<file path="config.mk">
export PLATFORM = sky130hd
export DESIGN_NAME = to_montgomery_bs
export DESIGN_NICKNAME = d
export VERILOG_FILES = /design/src/rtl/multiplier_pkg.sv /design/src/rtl/mod_double_step.sv /design/src/rtl/to_montgomery_bs.sv
export SDC_FILE = /design/constraint.sdc
export NUM_CORES = 1
export LEC_CHECK = 0
export CAP_MARGIN = 20
export CORE_MARGIN = 2
export CORE_UTILIZATION = 41
export CTS_CLUSTER_SIZE = 16
export DETAILED_ROUTE_END_ITERATION = 16
export PLACE_DENSITY = 0.65
export SYNTH_ARGS = -nofsm -noshare
export SYNTH_HDL_FRONTEND = slang
export SYNTH_HIERARCHICAL = 1
export SYNTH_SLANG_ARGS = --single-unit
</file>
<file path="constraint.sdc">
create_clock -name clk_i -period 4 [get_ports clk_i]
set_clock_uncertainty 0.1 [all_clocks]
set_input_delay 0.6 -clock clk_i [delete_from_list [all_inputs] [get_ports clk_i]]
set_output_delay 0.6 -clock clk_i [all_outputs]
set_load 0.05 [all_outputs]
</file>
<file path="src/rtl/multiplier_pkg.sv">
// rtl/multiplier_pkg.sv - shared widths and state encodings for the Montgomery datapath
package multiplier_pkg;

    localparam int DATA_LENGTH = 64;

    typedef enum logic [1:0] {
        IDLE    = 2'd0,
        SHIFT_X = 2'd1,
        SHIFT_R = 2'd2,
        DONE    = 2'd3
    } tm_state_t;

endpackage

</file>
<file path="src/rtl/mod_double_step.sv">
// rtl/mod_double_step.sv - one modular doubling step: r_next = (2r + b) mod m, given r < m
module mod_double_step #(
    parameter int DATA_LENGTH = multiplier_pkg::DATA_LENGTH
) (
    input  logic [DATA_LENGTH:0]   r,
    input  logic                   b,
    input  logic [DATA_LENGTH-1:0] m,
    output logic [DATA_LENGTH:0]   r_next
);

    logic [DATA_LENGTH:0] t;
    logic [DATA_LENGTH:0] m_ext;
    logic                 ge;

    assign t     = {r[DATA_LENGTH-1:0], b};
    assign m_ext = {1'b0, m};
    // A set top bit of r would push 2r past 2^(DATA_LENGTH+1) > m, so it forces the subtract.
    assign ge    = r[DATA_LENGTH] || (t >= m_ext);

    always_comb begin
        r_next = t;
        if (ge) begin
            r_next = t - m_ext;
        end
    end

endmodule

</file>
<file path="src/rtl/to_montgomery_bs.sv">
// rtl/to_montgomery_bs.sv - bit-serial conversion into Montgomery form: (x * 2^k) mod m
module to_montgomery_bs #(
    parameter int DATA_LENGTH = multiplier_pkg::DATA_LENGTH
) (
    input  logic                   clk_i,
    input  logic                   rst_ni,
    input  logic                   start_i,
    input  logic [DATA_LENGTH-1:0] x_i,
    input  logic [DATA_LENGTH-1:0] m_i,
    input  logic [DATA_LENGTH-1:0] m_bl_i,
    output logic                   busy_o,
    output logic                   valid_o,
    output logic                   err_o,
    output logic [DATA_LENGTH-1:0] result_o
);

    import multiplier_pkg::*;

    localparam int CW = $clog2(DATA_LENGTH) + 1;
    localparam logic [DATA_LENGTH-1:0] DL_VEC = DATA_LENGTH'(DATA_LENGTH);

    tm_state_t state_q;
    tm_state_t state_d;

    logic [CW-1:0]          cnt_q;
    logic [DATA_LENGTH-1:0] x_sh_q;
    logic [DATA_LENGTH-1:0] m_q;
    logic [DATA_LENGTH-1:0] k_q;
    logic [DATA_LENGTH:0]   r_q;
    logic [DATA_LENGTH:0]   r_step;
    logic                   err_q;

    logic illegal;
    logic last_x;
    logic last_r;
    logic accept;
    logic step_en;
    logic step_bit;
    logic cnt_wrap;

    assign illegal = !m_i[0] || (m_bl_i > DL_VEC);
    assign last_x  = (cnt_q == CW'(DATA_LENGTH - 1));
    assign last_r  = ((DATA_LENGTH'(cnt_q) + DATA_LENGTH'(1)) == k_q);

    mod_double_step #(
        .DATA_LENGTH(DATA_LENGTH)
    ) u_step (
        .r      (r_q),
        .b      (step_bit),
        .m      (m_q),
        .r_next (r_step)
    );

    always_ff @(posedge clk_i or negedge rst_ni) begin
        if (!rst_ni) begin
            state_q <= IDLE;
        end else begin
            state_q <= state_d;
        end
    end

    always_comb begin
        state_d = state_q;
        case (state_q)
            IDLE: begin
                if (start_i) begin
                    state_d = illegal ? DONE : SHIFT_X;
                end
            end
            SHIFT_X: begin
                if (last_x) begin
                    state_d = (k_q == '0) ? DONE : SHIFT_R;
                end
            end
            SHIFT_R: begin
                if (last_r) begin
                    state_d = DONE;
                end
            end
            DONE:    state_d = IDLE;
            default: state_d = IDLE;
        endcase
    end

    always_comb begin
        busy_o   = (state_q != IDLE);
        accept   = (state_q == IDLE) && start_i;
        step_en  = (state_q == SHIFT_X) || (state_q == SHIFT_R);
        step_bit = (state_q == SHIFT_X) && x_sh_q[DATA_LENGTH-1];
        cnt_wrap = ((state_q == SHIFT_X) && last_x) || ((state_q == SHIFT_R) && last_r);
    end

    // x is consumed MSB first by shifting the latched copy left each step.
    always_ff @(posedge clk_i or negedge rst_ni) begin
        if (!rst_ni) begin
            x_sh_q <= '0;
            m_q    <= '0;
            k_q    <= '0;
            err_q  <= 1'b0;
            r_q    <= '0;
            cnt_q  <= '0;
        end else if (accept) begin
            x_sh_q <= x_i;
            m_q    <= m_i;
            k_q    <= m_bl_i;
            err_q  <= illegal;
            r_q    <= '0;
            cnt_q  <= '0;
        end else if (step_en) begin
            x_sh_q <= {x_sh_q[DATA_LENGTH-2:0], 1'b0};
            r_q    <= r_step;
            cnt_q  <= cnt_wrap ? '0 : cnt_q + CW'(1);
        end
    end

    always_ff @(posedge clk_i or negedge rst_ni) begin
        if (!rst_ni) begin
            valid_o  <= 1'b0;
            err_o    <= 1'b0;
            result_o <= '0;
        end else begin
            valid_o <= (state_q == DONE);
            err_o   <= (state_q == DONE) && err_q;
            if (state_q == DONE) begin
                result_o <= err_q ? '0 : r_q[DATA_LENGTH-1:0];
            end
        end
    end

endmodule
</file>
==> run_1/layer_met1.png <==
Supply wires on this layer in grey.
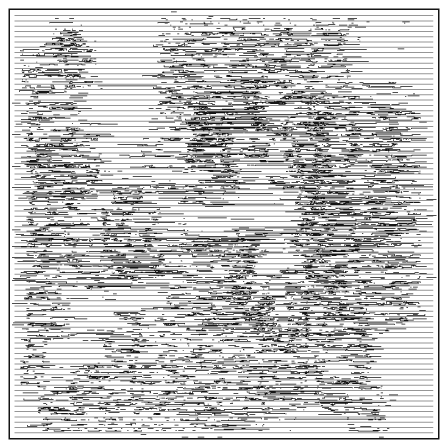
nets with wire on the layer: 2476
share of all routed wire: 45%
wire length on this layer: 22.7 mm
longest straight run: 58.9 um
total via count after detailed routing: 16281
Routed WL: 51000 um
M1 GR Usage: 27.7%

==> run_1/layer_met2.png <==
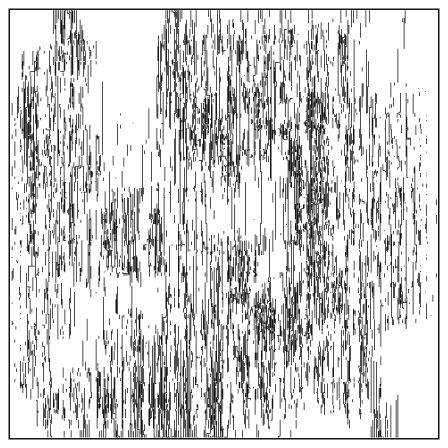
share of all routed wire: 47%
main direction: vertical
longest straight run: 72.9 um
wire length on this layer: 24.1 mm
nets with wire on the layer: 2229
grt met2 use: 35.9%

==> PnR_summary.wiki, run 1 <==
== Implementation results ==
{| class="wikitable"
! Metric !! Value
|-
| Nets || 2721
|-
| Clock transition at the registers of the reported paths || 0.06 ns
|-
| Fmax || 257 MHz
|-
| Share of flip-flops with an asynchronous set or reset after synthesis || 100%
|-
| Input/output buffers || 261
|-
| End of the worst hold path || k_q[38]
|-
| Distinct cells, synth || 72
|-
| Number of antenna violations at the first check in global routing || 4
|-
| Type of the tightest min-delay check || flop to flop
|-
| Final Max Slew Viols || 0
|-
| MaxCap Viol Count || 0
|-
| Final-report hold violation count || 0
|-
| Area occupied by registers || 0.00833 mm^2
|-
| Sum of routed wire segments on met1 || 22700 um
|-
| Setup-failing EPs final || 0
|-
| Post-synthesis net count || 2482
|-
| Most numerous cell in the Yosys netlist || nand2_1
|-
| Min Hold Slack || 0.375 ns
|-
| Core area || 0.0464 mm^2
|-
| Pin slew with the least headroom to its limit || 0.985 ns
|-
| Number of standard cells reported by yosys || 2216
|-
| Yosys synthesis chip area || 0.0192 mm^2
|-
| Number of antenna-violating nets in the routed design || 0
|-
| Crit path kind || flop to flop
|-
| Clk sink count || 333
|-
| Overall die width || 220 um
|-
| Antenna Diode Count || 0
|-
| Top-level port count || 262
|-
| Portion of the clock cycle consumed by the worst path in the final layout || 97.3%
|-
| Initial DRT Pass Iterations || 5
|-
| Drt via density || 5.27
|-
| GRT overflow || 0
|-
| Die outline height || 220 um
|-
| Row count || 79
|-
| Maximum VDD drop || 0.000253 V
|-
| Mapped cell area || 0.0192 mm^2
|-
| Vias in the first global route || 16522
|-
| Detailed route wirelength on metal3 || 2680 um
|-
| Core Density at Floorplan || 41.5%
|-
| HP Start || k_q[38]
|-
| Top cell type's share of synthesized area || 43.4%
|-
| Skew-Pair Late Insertion Delay || 0.56 ns
|-
| Top cell type by total area after synthesis || dfrtp_1
|-
| Worst Path Arrival || 4.20 ns
|-
| Layout Area Growth over Synthesis || 25.4%
|-
| Flops after synth || 333
|-
| Wire length on met2 || 24100 um
|-
| Max_slew headroom || 34.3%
|-
| Clock tree from TritonCTS || done
|-
| Share of final-layout standard cells stronger than drive strength 1 || 8.50%
|-
| Fillcell total || 4345
|-
| Deepest level of the CTS H-tree || 2
|-
| Required time of the critical path || 4.31 ns
|-
| Yosys synthesis warning count || 6
|-
| Main area contributors after synthesis || dfrtp_1, nand2_1, mux2i_1
|-
| Post-Synthesis Mean Instance Area || 8.67 um^2
|-
| Status || finished, final reports clean
|-
| Destination of the worst register-to-register timing path || r_q[63]
|-
| Crit path launch type || flop
|-
| Worst setup EP type || flop
|-
| Detailed-placement wirelength estimate || 36400 um
|-
| Number of OpenROAD warnings || 33
|-
| # DRC || 0
|-
| Root Buffer Master || clkbuf_16
|-
| Dominant synthesized flop cell || dfrtp_1
|-
| Worst Reg-to-Reg Cells || 13
|-
| R2r setup slk || 0.11 ns
|-
| Routability Congestion || 0.911
|-
| Pwr per Cell Area || 298 mW/mm^2
|-
| Count of flip-flops with a built-in enable after synthesis || 0
|-
| Initial DRC Count || 868
|-
| Chip footprint || 0.0486 mm^2
|-
| Maximum root-to-sink buffer count || 3
|-
| Global-route wire length before repair || 83600 um
|-
| Hold Path Cell Cnt || 2
|-
| Clock buffers created by TritonCTS || 38
|-
| Leakage power summed over all cells || 10.9 nW
|-
| Top cells by count || nand2_1, dfrtp_1, o21ai_0
|-
| Synth Instances || 2216
|-
| Worst Path Max Fanout || 4
|-
| Combined area of the multi-input logic cells || 0.0100 mm^2
|-
| Shortest clock period the worst path allows after layout || 3.89 ns
|-
| Synth Seq Share || 43.4%
|-
| Design Power || 0.00717 W
|-
| Average wire per standard cell || 16.5 um
|-
| Maximum number of pins on one net before global-route repair || 111
|-
| Top sig layer || met5
|-
| Worst flop-to-flop path startpoint || r_q[34]
|-
| Total Routing Usage GR || 21.2%
|}
==> run_1/layer_met3.png <==
Bar = 50 um. Cells faint in the background.
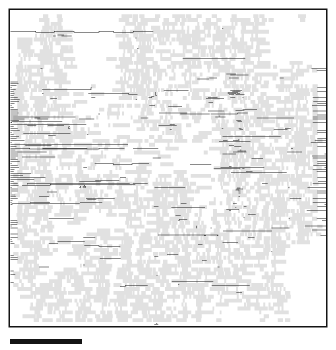
longest straight run: 81.7 um
nets with wire on the layer: 225
share of all routed wire: 5.3%
met3 global-route usage: 3.30%

## run 1: flip-flops by register name, summed over array words and instances, names as in the netlist
signal	flops
k_q	64
r_q	65
cnt_q	7
err_o	1
m_q	64
err_q	1
result_o	64
x_sh_q	64
state_q	2
valid_o	1
## run 1: how the worst max path moves through the flow
stage                          start      end  cells after the start
after floorplan           state_q[1]  r_q[52]                     18
after global placement    state_q[1]  r_q[52]                     20
final                        r_q[34]  r_q[63]                     13
after CTS                 state_q[0]  r_q[46]                     18
after global routing         r_q[25]  r_q[63]                     13
after detailed placement  state_q[0]  r_q[46]                     18
## run 1: report_power, final
part / internal [W] / total (W) / switching, W
sequential: 0.00337 / 0.00337 / 0
combinational: 0.000179 / 0.000294 / 0.000115
clock: 0.00208 / 0.00351 / 0.00143
## run 1: cells in the final DEF, fill, tap and decap left out, drive strengths merged, types with 67 or more instances in the layout
master           n
a21oi           97
clkdlybuf4s50  260
dfrtp          333
nand3b          67
ha              70
o21ai          176
inv            155
mux2i          133
nor2           124
nand2          537
## run 1: stage by stage
step           setup TNS, ns  setup WS, ns  area, um^2  utilization, %  std cells
6_report                   0         0.106       24100            52.0       3088
5_1_grt              -0.0549       -0.0322       24100            52.0       3088
4_1_cts              -0.0130       -0.0130       23900            51.6       3081
3_5_place_dp               0        0.0124       22700            48.9       3014
3_3_place_gp               0         0.122       22700            48.9       3014
2_1_floorplan              0         0.348       19200               -       2216
## run 1: worst max-delay path, stage by stage, from the launching register on
cell	delay, ns
dfrtp_1	0.43
ha_1	0.33
and2_1	0.15
nand2_1	0.07
or3_1	0.42
o211a_1	0.25
a211oi_1	0.60
o41ai_4	0.20
o31a_1	0.36
o41ai_2	0.25
xor2_1	0.10
mux2_1	0.30
mux2i_1	0.14
nor2_1	0.06
## run 1: per-layer routing
| layer | vias to the layer above | GRT usage, % |
|---|---|---|
| li1 | 8005 | - |
| met1 | 7791 | 27.7 |
| met2 | 394 | 35.9 |
| met3 | 87 | 3.30 |
| met4 | 4 | 6.98 |
| met5 | - | 0 |
## run 1: layout make-up
type	instances	share of cell area [%]
Sequential cell	333	34.6
Inverter	152	2.37
Clock inverter	17	0.904
Tap cell	607	3.15
Clock buffer	49	4.24
Multi-Input combinational cell	1609	41.5
Timing Repair Buffer	321	13.2
## run 1: logic make-up after synthesis
| family | after synthesis | share of synthesized area (%) |
|---|---|---|
| and+or+nand+nor | 881 | 20.6 |
| AOI/OAI and AO/OA | 397 | 12.4 |
| DFF | 333 | 43.4 |
| buffers and inverters | 274 | 5.47 |
| muxes | 194 | 10.5 |
| adders and majority gates | 71 | 4.66 |
| xor gates and xnor gates | 66 | 3.01 |
## run 1: timing repair
| item | 4_1_cts | 5_1_grt |
|---|---|---|
| gates resized | 0 | 30 |
| endpoints found under the setup margin | 1 | 63 |
| endpoints found under the hold margin | 61 | 0 |
| pin swaps | 0 | 6 |
| hold buffers | 1 | 0 |
| setup buffers | 0 | 7 |
==> run 1 -> run 2 <==
--- a/constraint.sdc
+++ b/constraint.sdc
@@ -4,2 +4,2 @@
 set_output_delay 0.6 -clock clk_i [all_outputs]
-set_load 0.05 [all_outputs]
+set_load 0.005 [all_outputs]
==> run_2/layer_met3.png <==
Bar = 50 um. Cells faint in the background.
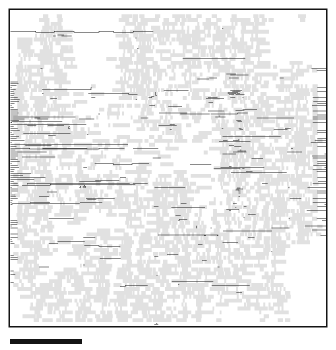
longest straight run: 81.7 um
wire length on this layer: 2680 um
main direction: horizontal
nets with wire on the layer: 225
share of all routed wire: 5.3%

==> run_2/clocks.png <==
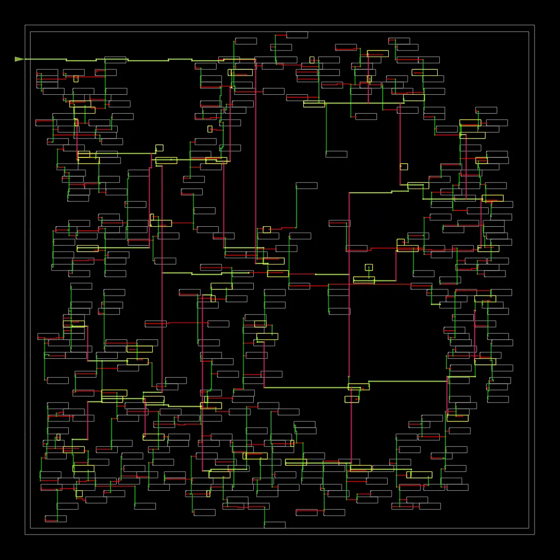
flip-flops: 333
clk sink count: 333
Layout clock buffers: 49
Skew-Pair Late Insertion Delay: 0.56 ns

==> run 2 against run 1 <==
Compared with the run above:
- combinational power is essentially flat
- critical path depth is the same
- setup slack is the same
- via count is the same
- maximum frequency is the same
- cell count is the same
- global-route usage is the same
- area after synthesis is the same
- non-clock buffer count is the same
- clock power is essentially flat
- critical endpoint unchanged
==> PnR_summary.wiki, run 2 <==
== Implementation results ==
{| class="wikitable"
! Metric !! Value
|-
| Status || finished, final reports clean (unchanged)
|-
| Core area || 0.0464 mm^2 (unchanged)
|-
| Post-place instance area || 0.0227 mm^2 (unchanged)
|-
| Count of flip-flops with a built-in enable after synthesis || 0 (unchanged)
|-
| Shortest clock period the worst path allows after layout || 3.89 ns (unchanged)
|-
| Share of flip-flops with an asynchronous set or reset after synthesis || 100% (unchanged)
|-
| Clock buffers created by TritonCTS || 38 (unchanged)
|-
| Crit path launch type || flop (unchanged)
|-
| Dominant synthesized flop cell || dfrtp_1 (unchanged)
|-
| Portion of the clock cycle consumed by the worst path in the final layout || 97.3% (unchanged)
|-
| Post-Synthesis Mean Instance Area || 8.67 um^2 (unchanged)
|-
| Clock tree from TritonCTS || done (unchanged)
|-
| Share of final-layout standard cells stronger than drive strength 1 || 8.50% (unchanged)
|-
| Top-level port count || 262 (unchanged)
|-
| Yosys synthesis warning count || 6 (unchanged)
|-
| Post-route setup slack || 0.106 ns (unchanged)
|-
| Number of flip-flops in the largest register || 65 (unchanged)
|-
| Top cell type by total area after synthesis || dfrtp_1 (unchanged)
|-
| Root Buffer Master || clkbuf_16 (unchanged)
|-
| Maximum VDD drop || 0.000253 V (unchanged)
|-
| Initial DRT Pass Iterations || 5 (unchanged)
|-
| Number of OpenROAD warnings || 33 (unchanged)
|-
| Final Cell Area || 0.0241 mm^2 (unchanged)
|-
| Synth Instances || 2216 (unchanged)
|-
| Final-report hold violation count || 0 (unchanged)
|-
| Most used cells in the layout excluding fill and tap cells || nand2_1, dfrtp_1, clkdlybuf4s50_1 (unchanged)
|-
| Total Routing Usage GR || 21.2% (unchanged)
|-
| Crit path kind || flop to flop (unchanged)
|-
| Distinct cells, synth || 72 (unchanged)
|-
| Post-synthesis net count || 2482 (unchanged)
|-
| Worst flop-to-flop path startpoint || r_q[34] (unchanged)
|-
| Layout Area Growth over Synthesis || 25.4% (unchanged)
|-
| Nets || 2721 (unchanged)
|-
| Most numerous cell in the Yosys netlist || nand2_1 (unchanged)
|-
| Top logic cell by instance count in the layout || nand2_1 (unchanged)
|-
| Worst Path Arrival || 4.20 ns (about the same)
|-
| Input/output buffers || 261 (unchanged)
|-
| Average wire per standard cell || 16.5 um (unchanged)
|-
| # DRC || 0 (unchanged)
|-
| Global-route wire length before repair || 83600 um (unchanged)
|-
| Deepest level of the CTS H-tree || 2 (unchanged)
|-
| Routability Congestion || 0.911 (unchanged)
|-
| Chip footprint || 0.0486 mm^2 (unchanged)
|-
| Worst Path Max Fanout || 4 (unchanged)
|-
| Maximum root-to-sink buffer count || 3 (unchanged)
|-
| Combined area of the multi-input logic cells || 0.0100 mm^2 (unchanged)
|-
| Worst Reg-to-Reg Cells || 13 (unchanged)
|-
| Fillcell total || 4345 (unchanged)
|-
| Clock transition at the registers of the reported paths || 0.06 ns (about the same)
|-
| Yosys synthesis chip area || 0.0192 mm^2 (unchanged)
|-
| R2r setup slk || 0.11 ns (about the same)
|-
| Leakage power summed over all cells || 10.9 nW (unchanged)
|-
| Fraction of the core area covered by cells at the end of the flow || 52.0% (unchanged)
|-
| Mapped cell area || 0.0192 mm^2 (unchanged)
|-
| Die outline height || 220 um (unchanged)
|-
| Fmax || 257 MHz (unchanged)
|-
| MaxCap Viol Count || 0 (unchanged)
|-
| Top cells by count || nand2_1, dfrtp_1, o21ai_0 (unchanged)
|-
| Core Density at Floorplan || 41.5% (unchanged)
|-
| GRT overflow || 0 (unchanged)
|-
| Final Max Slew Viols || 0 (unchanged)
|-
| Destination of the worst register-to-register timing path || r_q[63] (unchanged)
|-
| Setup Slack @ Placement || 0.0124 ns (unchanged)
|-
| Synth Seq Share || 43.4% (unchanged)
|-
| Number of standard cells reported by yosys || 2216 (unchanged)
|-
| Pin slew with the least headroom to its limit || 0.985 ns (unchanged)
|-
| Flops after synth || 333 (unchanged)
|-
| Vias in the first global route || 16522 (unchanged)
|-
| Largest Register || r_q (unchanged)
|-
| Antenna Diode Count || 0 (unchanged)
|-
| Max_slew headroom || 34.3% (unchanged)
|-
| Setup-failing EPs final || 0 (unchanged)
|-
| Top cell type's share of synthesized area || 43.4% (unchanged)
|-
| Overall die width || 220 um (unchanged)
|-
| Initial DRC Count || 868 (unchanged)
|-
| Pwr per Cell Area || 298 mW/mm^2 (unchanged)
|-
| Design Power || 0.00717 W (unchanged)
|-
| Drt via density || 5.27 (unchanged)
|-
| Hold Path Cell Cnt || 2 (unchanged)
|-
| Type of the tightest min-delay check || flop to flop (unchanged)
|-
| Main area contributors after synthesis || dfrtp_1, nand2_1, mux2i_1 (unchanged)
|-
| Worst setup EP type || flop (unchanged)
|-
| Number of antenna-violating nets in the routed design || 0 (unchanged)
|-
| Routed WL || 51000 um (unchanged)
|-
| Area occupied by registers || 0.00833 mm^2 (unchanged)
|-
| End of the worst hold path || k_q[38] (unchanged)
|}
## run 2: cell counts in the layout (fill, tap and decap cells not counted)
Identical to the previous run, type by type.
## run 2: what timing repair did
action	in CTS	in global routing
endpoints found under the setup margin	1	63
setup buffers	0	7
cloned	0	0
resized	0	30
hold buffers	1	0
pin swaps	0	6
hold endpoints to repair	61	0
## run 2: worst max path at each step
stage / start / to / slack, ns / cells after the start
after CTS: state_q[0] / r_q[46] / -0.01 / 18
after global routing: r_q[25] / r_q[63] / -0.03 / 13
after global placement: state_q[1] / r_q[52] / 0.12 / 20
after detailed placement: state_q[0] / r_q[46] / 0.01 / 18
after floorplan: state_q[1] / r_q[52] / 0.35 / 18
final: r_q[34] / r_q[63] / 0.11 / 13
## run 2: worst max-delay path, stage by stage (launching register included)
cell and delay (ns):
dfrtp_1 0.43, ha_1 0.33, and2_1 0.15, nand2_1 0.07
or3_1 0.42, o211a_1 0.25, a211oi_1 0.60, o41ai_4 0.20
o31a_1 0.36, o41ai_2 0.25, xor2_1 0.10, mux2_1 0.30
mux2i_1 0.14, nor2_1 0.06
## run 2: layer usage
metal  global-route usage, %  part of all wire [%]  vias up
li1                        -                     -     8005
met1                    27.7                    45     7791
met2                    35.9                    47      394
met3                    3.30                   5.3       87
met4                    6.98                   2.7        4
met5                       0                 0.055        -
## run 2: cell type report
type / instances / share of cell area, %
inverters: 152 / 2.37
multi-input cells: 1609 / 41.5
repair buffers: 321 / 13.2
clock buffers: 49 / 4.24
well taps: 607 / 3.15
flip-flops and latches: 333 / 34.6
clock inverters: 17 / 0.904
## run 2: logic make-up (layout without fill, tap and decap cells)
logic type,count (synthesis),after routing,share of synthesized area (%)
adder cells (fa/ha/maj),71,71,4.66
buffers and inverters,274,539,5.47
XOR/XNOR,66,66,3.01
multiplexers,194,194,10.5
AND/OR/NAND/NOR,881,881,20.6
AND-OR/OR-AND,397,397,12.4
flip-flops,333,333,43.4
## run 2: where the power goes
part | internal, W | switching (W)
clock network | 0.00208 | 0.00143
logic | 0.000179 | 0.000115
registers | 0.00337 | 0
total | 0.00562 | 0.00155
## run 2: stage by stage
step	cells	TNS, ns	hold WS, ns
2_1_floorplan	2216	0	0.204
5_1_grt	3088	-0.0549	0.395
4_1_cts	3081	-0.0130	0.378
6_report	3088	0	0.375
3_5_place_dp	3014	0	0.362
3_3_place_gp	3014	0	0.360
Power is estimated from default activity; no workload was simulated.
